==> config.mk <==
export PLATFORM = sky130hd
export DESIGN_NAME = axi_lite_regbank_slave
export DESIGN_NICKNAME = d
export VERILOG_FILES = /design/src/rtl/axi_lite_pkg.sv /design/src/rtl/axi_lite_regbank.sv /design/src/rtl/axi_lite_regbank_slave.sv
export SDC_FILE = /design/constraint.sdc
export NUM_CORES = 1
export LEC_CHECK = 0
export CORE_UTILIZATION = 54
export DETAILED_ROUTE_END_ITERATION = 10
export HOLD_SLACK_MARGIN = 0.15
export PLACE_DENSITY = 0.86
export REMOVE_ABC_BUFFERS = 1
export SYNTH_ARGS = -nofsm -noshare
export SYNTH_HDL_FRONTEND = slang
export SYNTH_SLANG_ARGS = --single-unit
==> constraint.sdc <==
create_clock -name aclk -period 7.74 [get_ports aclk]
set_input_delay 2.322 -clock aclk [delete_from_list [all_inputs] [get_ports aclk]]
set_output_delay 2.322 -clock aclk [all_outputs]
set_load 0.01 [all_outputs]
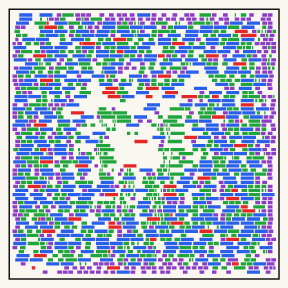
(run_1/cell_classes.png)
Scale: 1.5 px per um.
other buffers and delay cells -> purple  # cells 423
all other logic -> green  # cells 678
flip-flops -> blue  # cells 367
clock drivers and dummy loads -> red  # cells 64
fin area: 22,700 sq um
flop share of the area: 40.5%
Core Region: 30,700 sq um
Core Rows: 64
final core occ: 73.9%

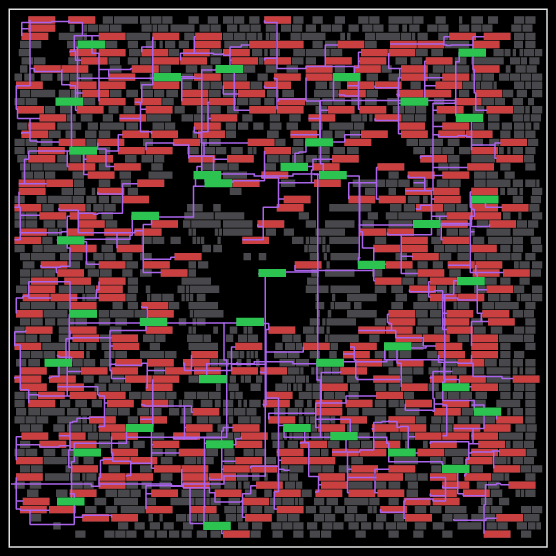
(run_1/clock_map.png)
Scale: 3 px per um.
cells driving clock nets -> green  # count 39
flip-flops -> red  # count 367
clock wires -> purple  # length 4,220 um
routed clock nets = 40
flops lie = spread over the die
clk_skew: 12.3 ps
Clock net power: 1850 uW
Clock power frac: 36.2%
clk latency late pin: 520 ps

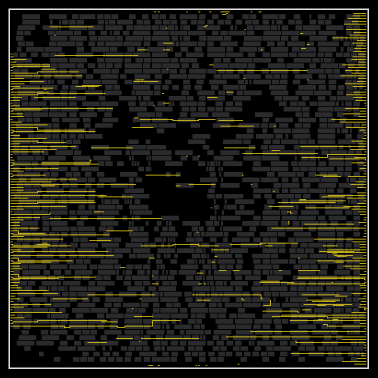
(run_1/met3.png)
Scale: 2 px per um.
wire length on this layer = 4,170 um
main direction = horizontal
met3 GRT Util: 8.67%
via count: 11.4k
total routed wirelength: 48,600 um

==> flow_summary.ini, run 1 <==
; synthesis and place-and-route metrics
[power]
pwr_density_cell_nw_per_um2 = 226
seq_power_share_pct = 43.0
power_switching_uw = 1430
peakVddDrop_mv = 0.172
total_leakage_power_uw = 0.00986

[worst_setup_path]
worstPathArrival_ps = 5530
reg2reg_depth = 8
start_kind = input port
cp.required_ps = 8140
end_kind = flip-flop
reg2reg_setup_slack_ps = 3580
crit_path_max_fanout = 24

[synthesis]
synth.most_common_cell = dfrtp_1
aoi_share_pct = 5.66
yosysTopAreaCellShare_pct = 54.4
yosys_area_sq_um = 16900
syn_inst = 1096
edf_count = 0
ys_sh_mux_pct = 34.5
adder_share_pct = 0.371
ys_seq_share_pct = 54.4
synthTopLogicFamily = multiplexers
yosys_warnings = 0
synth.largest_area_cell = dfrtp_1
ys_top_cells_by_area = dfrtp_1 54%, mux2_2 24%, mux4_2 8.5%
simple_gate_area_share_pct = 3.48
xor_area_share_pct = 0
mappedNetlistArea_sq_um = 16900

[cts]
path_clk_slew_ps = 60
cts_hold_buf = 0
cts_sinks = 367
clockBufferDepth = 3
post_cts_resize_count = 0
tritoncts = built
cts_max_level = 2
cts_inserted_buffers = 39
root_buffer = clkbuf_16

[cells_and_area]
final_nets = 1621
largest_register_ffs = 256
logic_area_sq_um = 7480
layout-drive-gt1-share_pct = 34.7
fillers = 1999
syn_to_final_growth_pct = 34.4
regArea_sq_um = 9180

[floorplanning]
die_w_um = 179
chipArea_sq_um = 32000
die_h_um = 179

[place]
detailed_place_hpwl_um = 32000
port_buffers = 405

[global_routing]
antenna_found_initial = 5
grt_overflow = 0
grt_pass1_wl_um = 71800
grt_pass1_vias = 12000
grtUsageTotal_pct = 30.5

[run]
cap_violations = 0
log.warning_count = 37

[final_timing]
fin_crit_ps = 5130
fin_tns_setup_ps = 0
finalHoldViolations = 0
setup_violations = 0
finalCritPeriodShare_pct = 66.3
drv_slew = 0
rsz0062_at_grt = no
slew_headroom_pct = 14.3
worst_pin_slew_ps = 1280

[route]
drt_iter0_markers = 605
drtAntennaViolNets = 0
routedWlPerCell_um = 25.1
routed_via_density = 5.92
drc = 0

[hold_path]
worstHoldPathType = reg -> reg
min_path_cells = 2

[run_status]
outcome = complete, no violations
[run 1: power by group through the flow]
stage	logic (uW)	registers [uW]	clock network [uW]
after floorplan	690	2200	0
after global placement	1020	2210	0
after detailed placement	1050	2230	0
after CTS	1060	2200	1880
after global routing	1150	2220	1950
final	1060	2200	1850
[run 1: final cells by class]
class                   count  share of cell area (%)
clock inverters             6                   0.364
flip-flops and latches    367                    40.5
repair buffers            423                    18.6
diodes                      3                  0.0331
clock buffers              58                    5.25
well taps                 396                    2.18
multi-input cells         669                    33.0
inverters                   9                   0.149
[run 1: through the flow]
step	instance area, sq um	total power (uW)	worst slack, ps	hold WS, ps	std cells
finish	22700	5120	2610	475	1931
global route	22700	5320	2420	511	1931
CTS	22700	5140	2590	482	1928
detailed placement	21400	3290	2040	470	1864
global placement	21400	3240	2120	461	1864
floorplan	16700	2890	1860	470	1045
[run 1: cells in the final DEF, fill, tap and decap left out, drive strengths merged, types with 9 or more instances in the layout]
master	Yosys	final
nand2	65	65
mux2i	38	38
clkbuf	27	58
clkdlybuf4s50	0	401
mux4	64	64
nor4	10	10
inv	9	9
nor2	18	18
o21ai	36	36
dfrtp	367	367
buf	25	22
mux2	356	356
a2111oi	24	24
[run 1: critical path: stages]
cell and delay, ps:
clkdlybuf4s50_1 430, nor4_1 320, nand2_1 100, or3_2 910, a2111oi_4 990, mux2_2 420
[run 1: cells by family after synthesis]
kind of cell | after synthesis
and+or+nand+nor | 124
AOI/OAI and AO/OA | 80
adders and majority gates | 5
buffers and inverters | 61
DFF | 367
muxes | 458
other | 1
[run 1: layer usage]
layer	global-route usage, %	share of wire (%)	vias up
met3	8.67	8.6	99
met4	10.7	3.3	2
met2	52.2	50	437
met1	36.7	38	5931
li1	-	-	4959
met5	0	0.027	-
==> run_1/port_nets.png <==
Scale: 3 px per um.
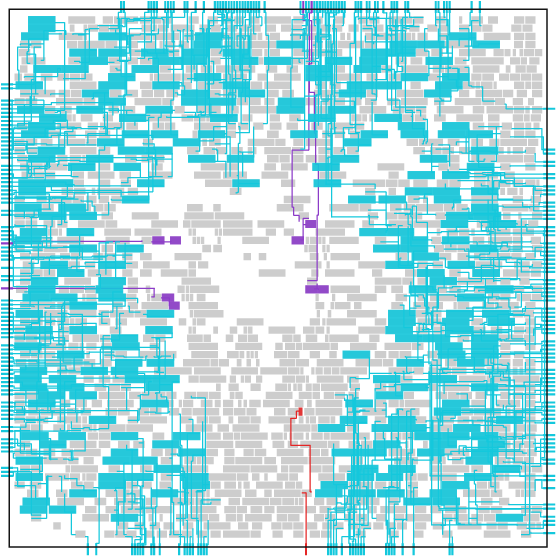

==> run 1 -> run 2 <==
CORE_UTILIZATION = 50   (was 54)
PLACE_DENSITY = 0.81   (was 0.86)
clock period = 5.2 ns   (was 7.74 ns; I/O delays follow)
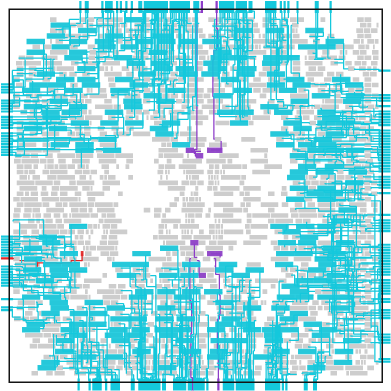
(run_2/port_nets.png)
Scale: 2 px per um.
`bready` -> red  # bits 1, direction input, edge left, end cells 1, wire 42.2 um
`reg_q` -> cyan  # bits 256, direction output, edge 75 bottom, 70 top, 69 right, 42 left, end cells 256, wire 12,300 um
`wstrb` -> purple  # bits 4, direction input, edge 2 top, 2 bottom, end cells 8, wire 314 um
# IOs: 412
PortBufs: 405

==> flow_summary.ini, run 2 <==
; synthesis and place-and-route metrics
[worst_setup_path]
crit_path_max_fanout = 15
path_depth = 8
cp.required_ps = 5600
worstPathArrival_ps = 4650
reg2reg_depth = 9
slowest_stage = or3_2
reg2reg_setup_slack_ps = 1300
crit_top_cell = buf_4
crit_family = simple AND/OR/NAND/NOR gates
critPathKind = in -> reg
cp_num_buf_inv = 3
start_kind = input port
end_kind = flip-flop
path_cells = clkdlybuf4s50_1 > nor4_1 > nand2_1 > or3_2 > buf_4 > a2111oi_2 > buf_4 > mux2_2
cpPeakStageDelay_ps = 800

[route]
drt-pass1-iter-count = 4
drtAntennaViolNets = 0
routed_wl_um = 48100
drt_iter0_markers = 556
drc = 0
routedWlPerCell_um = 23.8
routed_via_density = 5.68
via_count = 11500

[final_timing]
drv_slew = 0
worst_pin_slew_ps = 1160
fin_tns_setup_ps = 0
slew_headroom_pct = 22.8
fmax_mhz = 236
skew_ps = 17.3
fin_crit_ps = 4250
finalCritPeriodShare_pct = 81.6
rsz0062_at_grt = no
finalHoldViolations = 0
setup_violations = 0

[cts]
cts_inserted_buffers = 40
cts_max_level = 2
insertion_delay_ps = 520
cts_sinks = 367
cts_hold_buf = 0
clockBufferDepth = 3
post_cts_resize_count = 0
cts_setup_buffers = 0
path_clk_slew_ps = 60
tritoncts = built
root_buffer = clkbuf_16

[run]
log.warning_count = 36
cap_violations = 0

[cells_and_area]
fillers = 2311
layout-drive-gt1-share_pct = 36.1
final_cell_mix = 401 x clkdlybuf4s50_1, 367 x dfrtp_1, 355 x mux2_2, 64 x mux4_2, 62 x nand2_1
regArea_sq_um = 9180
final_nets = 1654
largest_register_ffs = 256
syn_to_final_growth_pct = 36.4
lay_top_count = clkdlybuf4s50_1
logic_area_sq_um = 7490

[synthesis]
common_cells = 367 x dfrtp_1, 355 x mux2_2, 65 x nand2_1, 64 x mux4_2, 38 x mux2i_1
edf_count = 0
yosysTopAreaCellShare_pct = 54.4
synth.largest_area_cell = dfrtp_1
async_flop_share_pct = 100
yosys_warnings = 0
synth.most_common_cell = dfrtp_1
synth_area_per_cell_sq_um = 15.4
synth_cell_types = 42
yosys_area_sq_um = 16900
ys_top_cells_by_area = dfrtp_1 54%, mux2_2 24%, mux4_2 8.5%
synth-main-ff-cell = dfrtp_1
synth_flops = 367
ys_seq_share_pct = 54.4
syn_inst = 1096
yosysCellCount = 1096
mappedNetlistArea_sq_um = 16900

[power]
peakVddDrop_mv = 0.227
total_leakage_power_uw = 0.0100
total_power_uw = 7590
pwr_density_cell_nw_per_um2 = 330

[global_routing]
grt_overflow = 0
grt_pass1_wl_um = 71900
antenna_found_initial = 5
grt_pass1_vias = 11900
grt_max_degree = 119
grtUsageTotal_pct = 28.2

[place]
detailed_place_hpwl_um = 32900
globalplace.congestion = 0.811

[floorplanning]
initCoreUtil_pct = 51.3
die_w_um = 186
chipArea_sq_um = 34500
core_sq_um = 32900
die_h_um = 186
rows = 66

[run_status]
outcome = complete, no violations

[hold_path]
min_path_cells = 2
worstHoldPathType = reg -> reg
## run 2: netlist changes by cell type in the layout (fill, tap and decap cells not counted), sizes merged
cell      before  now
clkinv         3    8
clkinvlp       1    2
inv            9   10
buf           22   54
clkbuf        58   57
diode          3    5
## run 2: cell type report
type                            count  area share [%]
Inverter                            9           0.147
Clock inverter                     13           0.538
Tap cell                          442            2.40
Multi-Input combinational cell    669            32.5
Timing Repair Buffer              455            19.5
Antenna cell                        5          0.0544
Clock buffer                       57            4.94
Sequential cell                   367            39.9
## run 2: worst min-delay path, delay by kind of cell (launching register included)
kind | cells | cell delay (ps)
flops | 1 | 340
compound gates | 1 | 60
simple gates | 1 | 40
## run 2: kinds of logic after synthesis
| logic type | Yosys count | synth area share [%] |
|---|---|---|
| mux | 458 | 34.5 |
| flops | 367 | 54.4 |
| simple gates | 124 | 3.48 |
| compound gates | 80 | 5.66 |
| buf+inv | 61 | 1.50 |
| fa+ha+maj | 5 | 0.371 |
| other cells | 1 | 0.0222 |
## run 2: report_power, final
| part | leakage (uW) | switching, uW | internal, uW |
|---|---|---|---|
| Combinational | 0.00445 | 883 | 707 |
| Clock | 0.000619 | 1110 | 1620 |
| Sequential | 0.00497 | 143 | 3130 |
## run 2: layer usage
metal / routed length (um) / GRT usage (%)
met4: 1330 / 9.31
met5: 0 / 0
met1: 19600 / 36.6
met2: 24000 / 47.2
met3: 3180 / 5.77
## run 2: through the flow
stage	area [sq um]	hold WS [ps]	std cells	util, %	setup WS, ps
global placement	21700	461	1942	66.2	559
floorplan	16700	470	1045	-	82.7
CTS	23000	483	2012	70.0	959
finish	23000	477	2017	70.0	955
detailed placement	21700	470	1942	66.2	440
global route	23000	500	2016	70.0	828
No activity file was given, so power comes from the tool's default toggle rates.
